`src/rtl/filter_pkg.sv`:
```
// rtl/filter_pkg.sv - shared sfix11_En3 output format constants and round/saturate helper
package filter_pkg;

  localparam int OUT_W    = 11;
  localparam int OUT_FRAC = 3;
  localparam int NPHASE   = 3;
  localparam int SAT_MAX  = 1023;
  localparam int SAT_MIN  = -1024;

  typedef struct packed {
    logic signed [OUT_W-1:0] value;
    logic                    sat;
  } q_result_t;

  // x is a sign-extended sample with (sh+3) fractional bits; rounding is half-up
  function automatic q_result_t round_sat_sfix11(input logic signed [31:0] x, input int sh);
    logic signed [31:0] t;
    q_result_t          r;
    t = (x + (32'sd1 <<< (sh - 1))) >>> sh;
    if (t > SAT_MAX) begin
      r.value = OUT_W'(SAT_MAX);
      r.sat   = 1'b1;
    end else if (t < SAT_MIN) begin
      r.value = OUT_W'(SAT_MIN);
      r.sat   = 1'b1;
    end else begin
      r.value = t[OUT_W-1:0];
      r.sat   = 1'b0;
    end
    return r;
  endfunction

endpackage

```
`src/rtl/quant_sfix11_en3.sv`:
```
// rtl/quant_sfix11_en3.sv - combinational round-half-up and saturate to sfix11_En3
module quant_sfix11_en3
  import filter_pkg::*;
#(
  parameter int DIN_W    = 16,
  parameter int DIN_FRAC = 8
) (
  input  logic signed [DIN_W-1:0] din,
  output logic signed [OUT_W-1:0] q,
  output logic                    sat_hit
);

  localparam int SH = DIN_FRAC - OUT_FRAC;

  logic signed [31:0] din_ext;
  q_result_t          res;

  assign din_ext = {{(32 - DIN_W){din[DIN_W-1]}}, din};

  always_comb begin
    res = round_sat_sfix11(din_ext, SH);
  end

  assign q       = res.value;
  assign sat_hit = res.sat;

endmodule

```
`src/rtl/polyphase_input_stage.sv`:
```
// rtl/polyphase_input_stage.sv - quantizes base-rate samples and packs them into 3-phase frames
module polyphase_input_stage
  import filter_pkg::*;
#(
  parameter int DIN_W    = 16,
  parameter int DIN_FRAC = 8
) (
  input  logic                    clk,
  input  logic                    reset,
  input  logic                    clk_enable,
  input  logic signed [DIN_W-1:0] din,
  input  logic                    din_valid,
  input  logic                    sync_clear,
  output logic signed [OUT_W-1:0] out_ph0,
  output logic signed [OUT_W-1:0] out_ph1,
  output logic signed [OUT_W-1:0] out_ph2,
  output logic                    enb_1_3_0,
  output logic [1:0]              phase,
  output logic                    sat_flag
);

  localparam logic [1:0] PH_0 = 2'd0;
  localparam logic [1:0] PH_1 = 2'd1;
  localparam logic [1:0] PH_2 = 2'd2;

  logic signed [OUT_W-1:0] q;
  logic                    sat_hit;
  logic                    accept;
  logic signed [OUT_W-1:0] s0;
  logic signed [OUT_W-1:0] s1;

  quant_sfix11_en3 #(
    .DIN_W   (DIN_W),
    .DIN_FRAC(DIN_FRAC)
  ) u_quant (
    .din    (din),
    .q      (q),
    .sat_hit(sat_hit)
  );

  assign accept = din_valid & clk_enable;

  always_ff @(posedge clk or negedge reset) begin
    if (!reset) begin
      s0        <= '0;
      s1        <= '0;
      out_ph0   <= '0;
      out_ph1   <= '0;
      out_ph2   <= '0;
      enb_1_3_0 <= 1'b0;
      phase     <= PH_0;
      sat_flag  <= 1'b0;
    end else begin
      enb_1_3_0 <= 1'b0;
      if (sync_clear) begin
        // A sample arriving with the resync becomes the first of the new frame
        s1       <= '0;
        sat_flag <= accept & sat_hit;
        if (accept) begin
          s0    <= q;
          phase <= PH_1;
        end else begin
          s0    <= '0;
          phase <= PH_0;
        end
      end else if (accept) begin
        if (sat_hit) begin
          sat_flag <= 1'b1;
        end
        case (phase)
          PH_0: begin
            s0    <= q;
            phase <= PH_1;
          end
          PH_1: begin
            s1    <= q;
            phase <= PH_2;
          end
          PH_2: begin
            out_ph0   <= s0;
            out_ph1   <= s1;
            out_ph2   <= q;
            enb_1_3_0 <= 1'b1;
            phase     <= PH_0;
          end
          default: phase <= PH_0;
        endcase
      end
    end
  end

endmodule

```
`config.mk`:
```
export PLATFORM = sky130hd
export DESIGN_NAME = polyphase_input_stage
export DESIGN_NICKNAME = d
export VERILOG_FILES = /design/src/rtl/filter_pkg.sv /design/src/rtl/quant_sfix11_en3.sv /design/src/rtl/polyphase_input_stage.sv
export SDC_FILE = /design/constraint.sdc
export NUM_CORES = 1
export LEC_CHECK = 0
export ABC_CLOCK_PERIOD_IN_PS = 4150
export CAP_MARGIN = 15
export CORE_UTILIZATION = 40
export DETAILED_ROUTE_END_ITERATION = 7
export PLACE_DENSITY = 0.66
export SETUP_SLACK_MARGIN = 0.4
export SLEW_MARGIN = 5
export SYNTH_ARGS = -nofsm -noshare
export SYNTH_HDL_FRONTEND = slang
export SYNTH_SLANG_ARGS = --single-unit
```
`constraint.sdc`:
```
create_clock -name clk -period 4.15 [get_ports clk]
set_input_delay 0.83 -clock clk [delete_from_list [all_inputs] [get_ports clk]]
set_output_delay 0.83 -clock clk [all_outputs]
set_load 0.005 [all_outputs]
```
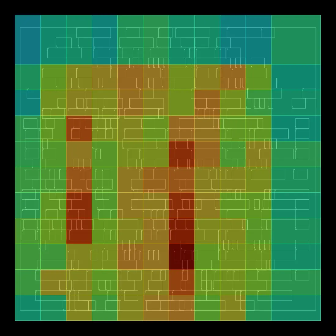
**Above:** run 1 (track usage over the die).
fin util: 54.93%
combined global-route utilization of all metal layers: 19.98%

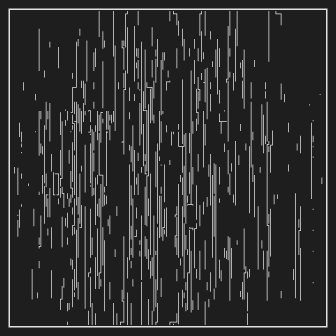
**Above:** run 1 (signal wires on met2).
- nets with wire on the layer: 268
- main direction: vertical
- share of all routed wire: 47%
- wire length on this layer: 2740 um

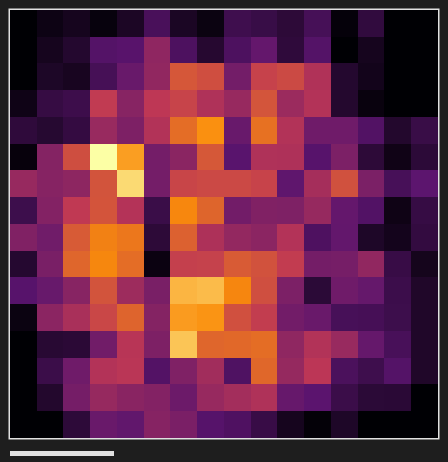
**Above:** run 1 (signal metal coverage by tile).
Scale bar: 20 um. The die is cut into 16 by 16 equal tiles; black is low, pale yellow is high, scaled to the fullest tile. Values are wire area over tile area, all layers added.
- nearly empty tiles: 9.4%
- tiles over half the peak: 21%
- fullest tile: 0.44

run 1: sequential cells by signal, summed over array words and instances (netlist names):
signal	flops
enb_1_3_0	1
out_ph1	11
out_ph0	11
s1	11
out_ph2	11
s0	11
sat_flag	1
phase	2
run 1: cell families after synthesis:
family	after synthesis	synth area share [%]
adder cells (fa/ha/maj)	1	0.4854
flip-flops	59	57.28
AND/OR/NAND/NOR	126	21.02
AND-OR/OR-AND	49	12.86
multiplexers	7	3.107
XOR/XNOR	5	1.699
buffers and inverters	16	3.543
run 1: layer usage:
metal	global-route usage (%)	routed length, um
met4	8.421	89
met2	31.32	2743
met3	4.615	252
met1	26.50	2802
met5	0	0
run 1: final cells by class:
class	count	area, sq um
Inverter	2	7.507
Tap cell	75	93.84
Multi-Input combinational cell	188	1010
Fill cell	565	2731
Clock inverter	5	52.55
Sequential cell	59	1476
Clock buffer	11	141.4
Timing Repair Buffer	56	548.0
run 1: power groups by stage:
| stage | Sequential [mW] | Clock, mW | Combinational (mW) |
|---|---|---|---|
| after floorplan | 0.642 | 0 | 0.0620 |
| after global placement | 0.643 | 0 | 0.159 |
| after detailed placement | 0.643 | 0 | 0.162 |
| after CTS | 0.633 | 0.522 | 0.162 |
| after global routing | 0.637 | 0.553 | 0.177 |
| final | 0.632 | 0.516 | 0.159 |
run 1: critical path, stage by stage:
cell	delay, ns
clkdlybuf4s50_1	0.73
and3_1	0.38
nand2_1	0.13
o311ai_0	0.32
o21ai_0	0.27
mux2_2	0.33
run 1: metrics by stage:
step / setup WS (ns) / area (sq um)
final: 1.377 / 3329
after global routing: 1.193 / 3329
after CTS: 1.373 / 3329
after detailed placement: 1.023 / 3136
after global placement: 1.050 / 3136
after floorplan: 1.898 / 2577
==> metrics.log, run 1 <==
[flow] final metrics
[metrics] post-route minimum period: about 2.8 ns
[metrics] unrepaired setup endpoints after global routing: false
[metrics] ranking of synthesized cells by area: dfrtp_1, nand2_1, o21ai_0
[metrics] Die Width: about 82 um
[metrics] most used standard cell by instance count after synthesis: nand2_1
[metrics] total setup buffers inserted after CTS: 0
[metrics] top cells by count: nand2_1, dfrtp_1, o21ai_0
[metrics] Hold Path Sink: out_ph1[1]$_DFFE_PN0P_
[metrics] power spent charging and discharging nets: about 320 uW
[metrics] Crit Reg-Reg Startpoint: phase[0]$_DFFE_PN0P_
[metrics] average cell area after synthesis: about 9.8 sq um
[metrics] TritonCTS Buffers: 9
[metrics] maximum buffer depth of the clock tree: 2
[metrics] clock net sink count: between 50 and 60
[metrics] number of design-rule violations left by the first detailed-router iteration: approximately 130
[metrics] maximum number of pins on one net before global-route repair: 35
[metrics] crit-path max FO: 13
[metrics] most common cell after layout, fill and taps aside: nand2_1
[metrics] Avg Vias per Cell: about 5.2
[metrics] total instance count after detailed placement: between 300 and 400
[metrics] Leakage Power: around 1.6 nW
[metrics] transition time at the pin with the least slew margin: between 0.9 and 1 ns
[metrics] status: complete, no violations
[metrics] Hold Crit Class: reg -> reg
[metrics] Dominant Register Cell: dfrtp_1
[metrics] PD cells: 392.9 nW/um^2
[metrics] core utilization before placement: between 40 and 50%
[metrics] TritonCTS clock tree: done
[metrics] total iterations of the first detailed-routing run: 4
[metrics] Insertion Delay late pin: around 0.34 ns
[metrics] type of origin of the critical path: primary input
[metrics] Finished Layout Cells: a little under 400
[metrics] ant diodes: 0
[metrics] Max-slew headroom: about 36%
[metrics] antenna violations before repair: 0
[metrics] number of standard cells after synthesis: about 260
[metrics] Total Routed Length: just under 6 mm
[metrics] Post-Syn Area: about 2600 sq um
[metrics] Final nets: 338
[metrics] end of the worst register-to-register path: out_ph2[7]$_DFFE_PN0P_
==> run 2, diff against run 1 <==
Settings changed: ABC_CLOCK_PERIOD_IN_PS 4150 to 2400, PLACE_DENSITY 0.66 to 0.68.
Clock period 4.15 ns to 2.4 ns, I/O delays scaled along.
==> run 2 against run 1 <==
Clock power grew 45%. Non-clock buffer count grew 32. Setup slack lost 0.93 ns. Critical endpoint is now out_ph2[8]$_DFFE_PN0P_. Largest power group unchanged.
==> metrics.log, run 2 <==
[flow] final metrics
[metrics] status: complete, no violations
[metrics] total iterations of the first detailed-routing run: 4 (unchanged)
[metrics] top cells by count: nand2_1, dfrtp_1, o21ai_0
[metrics] core utilization before placement: 42.53% (unchanged)
[metrics] end of the worst register-to-register path: out_ph2[8]$_DFFE_PN0P_
[metrics] Leakage Power: 1.705 nW (+9.6%)
[metrics] Post-Syn Area: 2577 sq um (unchanged)
[metrics] biggest cell delay along the critical path: 0.60 ns (-0.13 ns)
[metrics] number of standard cells after synthesis: 263 (unchanged)
[metrics] combined global-route utilization of all metal layers: 19.92% (-0.057 points)
[metrics] antenna violations before repair: 0 (unchanged)
[metrics] transition time at the pin with the least slew margin: 0.7284 ns (-0.2346 ns)
[metrics] cell-by-cell trace of the critical path: clkdlybuf4s50_1, nand2_1, or4b_1, inv_4, mux2_2
[metrics] unrepaired setup endpoints after global routing: false
[metrics] clock group power: 746 uW (+45%)
[metrics] number of design-rule violations left by the first detailed-router iteration: 127 (+1.6%)
[metrics] TritonCTS Buffers: 9 (unchanged)
[metrics] maximum number of pins on one net before global-route repair: 60 (+71%)
[metrics] power spent charging and discharging nets: 552.9 uW (+72%)
[metrics] Total Routed Length: 6.026 mm (+2.4%)
[metrics] summed area of non-filler cells in the final layout: 3570 sq um (+7.2%)
[metrics] Avg Vias per Cell: 5.056 (-3.3%)
[metrics] Insertion Delay late pin: 0.33 ns (about the same)
[metrics] register cell area after layout: 1476 sq um (unchanged)
[metrics] Dominant Register Cell: dfrtp_1
[metrics] ranking of synthesized cells by area: dfrtp_1, nand2_1, o21ai_0
[metrics] combinational cell power: 317 uW (+99%)
[metrics] maximum buffer depth of the clock tree: 2 (unchanged)
==> run 2: cell counts after synthesis <==
No cell type changed its count.
==> run 2: metrics by stage <==
| stage | instances | util, % | hold WS, ns | setup TNS, ns | setup slack (ns) |
|---|---|---|---|---|---|
| after floorplan | 263 | - | 0.1844 | 0 | 0.4982 |
| after global placement | 411 | 55.57 | 0.4544 | -0.07727 | -0.03659 |
| after detailed placement | 411 | 55.57 | 0.4540 | -0.4028 | -0.07365 |
| after CTS | 427 | 58.46 | 0.3212 | 0 | 0.4037 |
| after global routing | 428 | 58.90 | 0.3475 | 0 | 0.4260 |
| final | 428 | 58.90 | 0.3044 | 0 | 0.4515 |
==> run 2: cell type report <==
type | count | share of cell area (%)
clock buffer | 11 | 3.680
clock inverter | 5 | 0.8412
inverter | 2 | 0.2804
multi-input combinational | 188 | 28.88
sequential | 59 | 41.36
tap | 75 | 2.629
timing repair buffer | 88 | 22.33
==> run 2: routing by layer <==
layer	up-vias	global-route usage [%]	part of all wire (%)
met5	-	0	0
met1	1028	25.39	47
li1	1077	-	-
met2	53	33.06	49
met4	0	7.018	1.2
met3	6	4.615	3.5
==> run 2: cell families after synthesis <==
group,count (synthesis),synth area share (%)
muxes,7,3.107
xor gates and xnor gates,5,1.699
and+or+nand+nor,126,21.02
buffers and inverters,16,3.543
AOI/OAI and AO/OA,49,12.86
DFF,59,57.28
adders and majority gates,1,0.4854
==> run 2: critical path, delay by kind of cell <==
family                 cells  cell delay (ns)
and+or+nand+nor            2             0.67
buffers and inverters      2             0.65
muxes                      1             0.35
==> run 2: repair_timing <==
action                     in CTS  in global routing
buffers inserted                0                  1
resized                         5                  8
setup endpoints to repair      14                 40
hold buffers                    0                  0
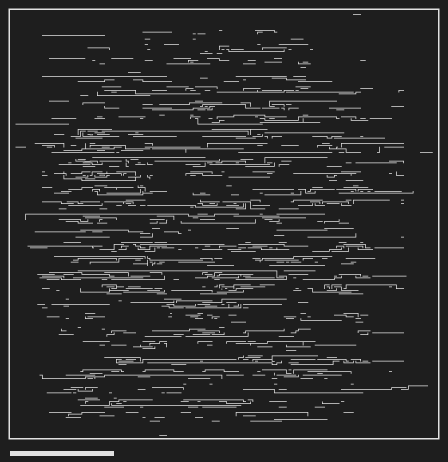
**Above:** run 2 (M1 wires).
Scale bar: 20 um.
- nets with wire on the layer: 319
- wire length on this layer: 2820 um
- share of all routed wire: 47%
- longest straight run: 38.2 um

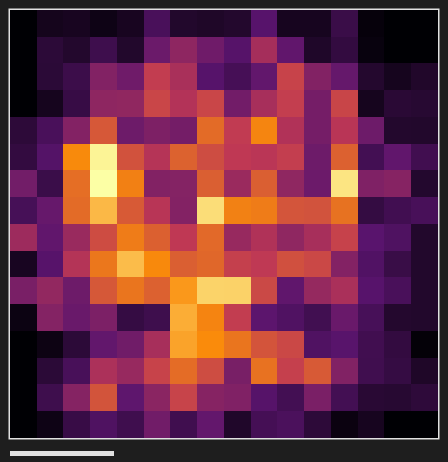
**Above:** run 2 (signal metal coverage by tile).
Scale bar: 20 um. The die is cut into 16 by 16 equal tiles; black is low, pale yellow is high, scaled to the fullest tile. Values are wire area over tile area, all layers added.
- nearly empty tiles: 6.2%
- mean over tiles: 0.14
- densest ninth of the die: center
- tiles over half the peak: 28%

==> run 3, diff against run 2 <==
Settings changed: ABC_CLOCK_PERIOD_IN_PS 2400 to 1910, PLACE_DENSITY 0.68 to 0.66.
Clock period 2.4 ns to 1.91 ns, I/O delays scaled along.
==> run 3 against run 2 <==
Non-clock buffer count is 27 higher. Largest power group unchanged. Die size stayed put. Count of clock-buffer cells in the layout stayed put. Highest routed layer unchanged. First-iteration DRC count is 57% higher. Hold slack worse by 0.25 ns. Setup slack worse by 0.23 ns. Clock skew is 0.0014 ns higher. Combinational power is 52% higher. Synthesized area stayed put.
==> metrics.log, run 3 <==
[flow] final metrics
[metrics] status: complete, no violations
[metrics] total instance count after detailed placement: 425 (+3.4%)
[metrics] Final nets: slightly below 400
[metrics] fin util: 65.28% (+6.4 points)
[metrics] layer carrying the most global-route usage: met2
[metrics] number of instances resized during post-cts repair: 95 (+90)
[metrics] maximum number of pins on one net before global-route repair: 60 (unchanged)
[metrics] summed area of non-filler cells in the final layout: 3956 sq um (+11%)
[metrics] setup TNS after final layout: 0 ns (unchanged)
[metrics] Finished Layout Cells: 456 (+6.5%)
[metrics] top routing layer used: met4
[metrics] Fmax: just under 600 MHz
[metrics] post-placement setup slack: -0.3780 ns (-0.3043 ns)
[metrics] Post-Syn Area: 2577 sq um (unchanged)
[metrics] routed wl met3: 294 um (+41%)
[metrics] Worst path top cell family by delay: simple AND/OR/NAND/NOR gates
[metrics] unrepaired setup endpoints after global routing: true
[metrics] Insertion Delay late pin: 0.33 ns (about the same)
[metrics] Global Route met3 Usage: 4.396% (-0.22 points)
[metrics] biggest cell delay along the critical path: 0.58 ns (-0.02 ns)
[metrics] buffers plus inverters on the worst setup path: 2 (unchanged)
[metrics] final setup fails: 0
[metrics] maximum buffer depth of the clock tree: 2 (unchanged)
[metrics] Std-Cell Core Area: 6061 sq um
[metrics] Avg Vias per Cell: 5.138 (+1.6%)
[metrics] antenna violations before repair: 0 (unchanged)
[metrics] Final WS setup: 0.2242 ns (-0.2273 ns)
[metrics] ranking of synthesized cells by area: dfrtp_1, nand2_1, o21ai_0
[metrics] cell-by-cell trace of the critical path: buf_6, or4b_4, buf_6, and2_4, a31o_4
[metrics] TritonCTS Buffers: 9 (unchanged)
[metrics] core utilization before placement: 42.53% (unchanged)
[metrics] number of standard cells after synthesis: 263 (unchanged)
[metrics] top cells by count: nand2_1, dfrtp_1, o21ai_0
[metrics] met2 routed wirelength: 3.280 mm (+12%)
[metrics] post-cts hold buffer count: 0 (unchanged)
[metrics] Min Hold Slack: 0.05544 ns (-0.2489 ns)
[metrics] most used standard cell by instance count after synthesis: nand2_1
[metrics] Total Routed Length: 6.844 mm (+14%)
[metrics] Dominant Register Cell: dfrtp_1
[metrics] transition time at the pin with the least slew margin: 0.3420 ns (-0.3865 ns)
[metrics] routing usage on met2: 37.60% (+4.5 points)
[metrics] fraction of synthesis flops using an asynchronous set or reset pin: 100.0%
[metrics] Die ar.: ~6800 sq um
[metrics] total iterations of the first detailed-routing run: 4 (unchanged)
[metrics] Leakage Power: 2.090 nW (+23%)
[metrics] number of design-rule violations left by the first detailed-router iteration: 199 (+57%)
[metrics] total setup buffers inserted after CTS: 13 (+13)
[metrics] combined global-route utilization of all metal layers: 22.06% (+2.1 points)
[metrics] post-route minimum period: 1.686 ns
[metrics] H-Tree Depth: 3
-- run 3: cell counts after synthesis --
Identical to the previous run, type by type.
-- run 3: report_power, final --
group / total (mW) / switching, mW / internal [mW]
Clock: 1.13 / 0.495 / 0.632
Sequential: 1.37 / 0.0456 / 1.33
Combinational: 0.482 / 0.225 / 0.257
-- run 3: kinds of logic (layout without fill, tap and decap cells) --
group           count (synthesis)  after routing  share of synthesized area, %
xor+xnor                        5              5                         1.699
fa+ha+maj                       1              1                        0.4854
mux                             7              7                         3.107
simple gates                  126            126                         21.02
flops                          59             59                         57.28
buf+inv                        16            133                         3.543
compound gates                 49             50                         12.86
-- run 3: area by class of cell --
| class | count | area [sq um] |
|---|---|---|
| inverters | 2 | 12.51 |
| flip-flops and latches | 59 | 1478 |
| well taps | 75 | 93.84 |
| clock buffers | 11 | 141.4 |
| clock inverters | 5 | 52.55 |
| multi-input cells | 189 | 1206 |
| repair buffers | 115 | 972.2 |
| fillers | 532 | 2105 |
-- run 3: worst paths after layout --
check	from	to	slack, ns	cells after the start
worst max-delay path	phase[0]$_DFFE_PN0P_	out_ph2[5]$_DFFE_PN0P_	0.22	5
worst min-delay path	reset	out_ph2[3]$_DFFE_PN0P_	0.06	2
worst max register to register	phase[0]$_DFFE_PN0P_	out_ph2[5]$_DFFE_PN0P_	0.22	5
worst min register to register	out_ph1[10]$_DFFE_PN0P_	out_ph1[10]$_DFFE_PN0P_	0.47	2
max in group asynchronous	reset	phase[1]$_DFFE_PN0P_	1.58	2
min in group clk	out_ph1[10]$_DFFE_PN0P_	out_ph1[10]$_DFFE_PN0P_	0.47	2
-- run 3: worst register-to-register path: cells and delay by family, from the launching register on --
family          cells  cell delay (ns)
compound gates      1             0.19
buf+inv             2             0.28
flops               1             0.40
simple gates        2             0.71
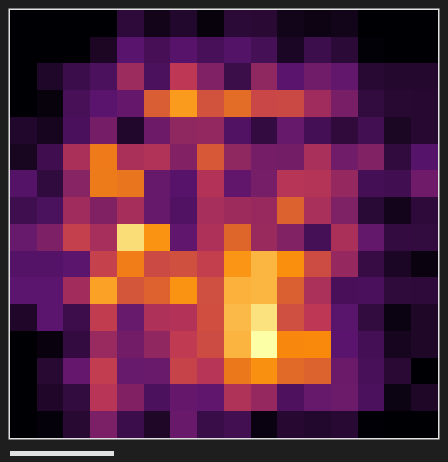
**Above:** run 3 (signal metal coverage by tile).
Scale bar: 20 um. The die is cut into 16 by 16 equal tiles; black is low, pale yellow is high, scaled to the fullest tile. Values are wire area over tile area, all layers added.
- mean over tiles: 0.16
- fullest tile: 0.53
- tiles over half the peak: 20%

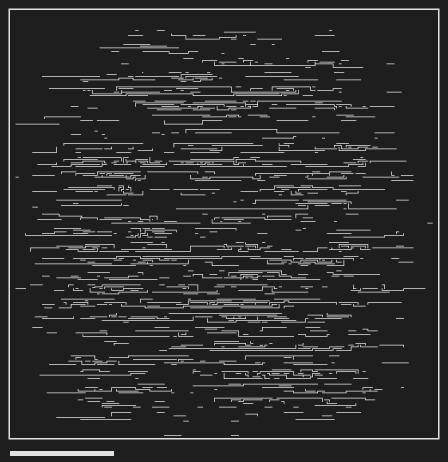
**Above:** run 3 (M1 wires).
Scale bar: 20 um.
- main direction: horizontal
- wire length on this layer: 3150 um
- longest straight run: 25.3 um
- nets with wire on the layer: 348


==> layout pictures side by side <==
Cell density map.
Scale bar: 20 um. The die is cut into 8 by 8 equal tiles; black is low, pale yellow is high, 0 to 100% covered.
shot_01.png
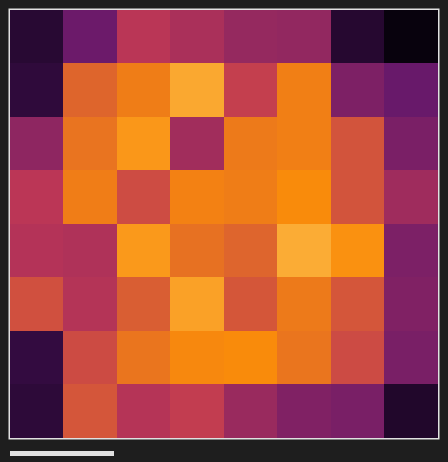
shot_02.png
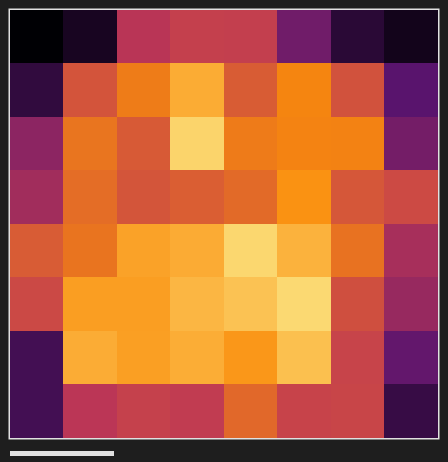
shot_03.png
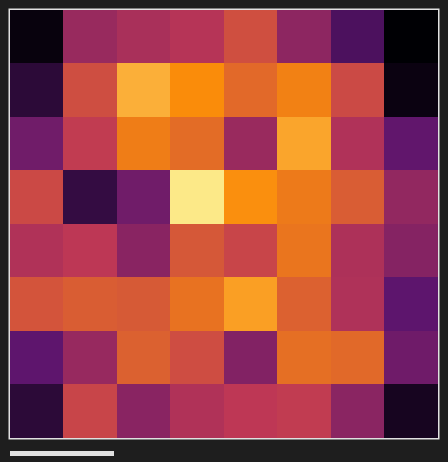
shot_02.png -> run 3
shot_03.png -> run 1
shot_01.png -> run 2

Key to shot_02.png:
- fullest tile: 92%
- tiles over 75% full: 27%
- mean over tiles: 57%
- nearly empty tiles: 1.6%

Power and IR drop assume default switching activity.
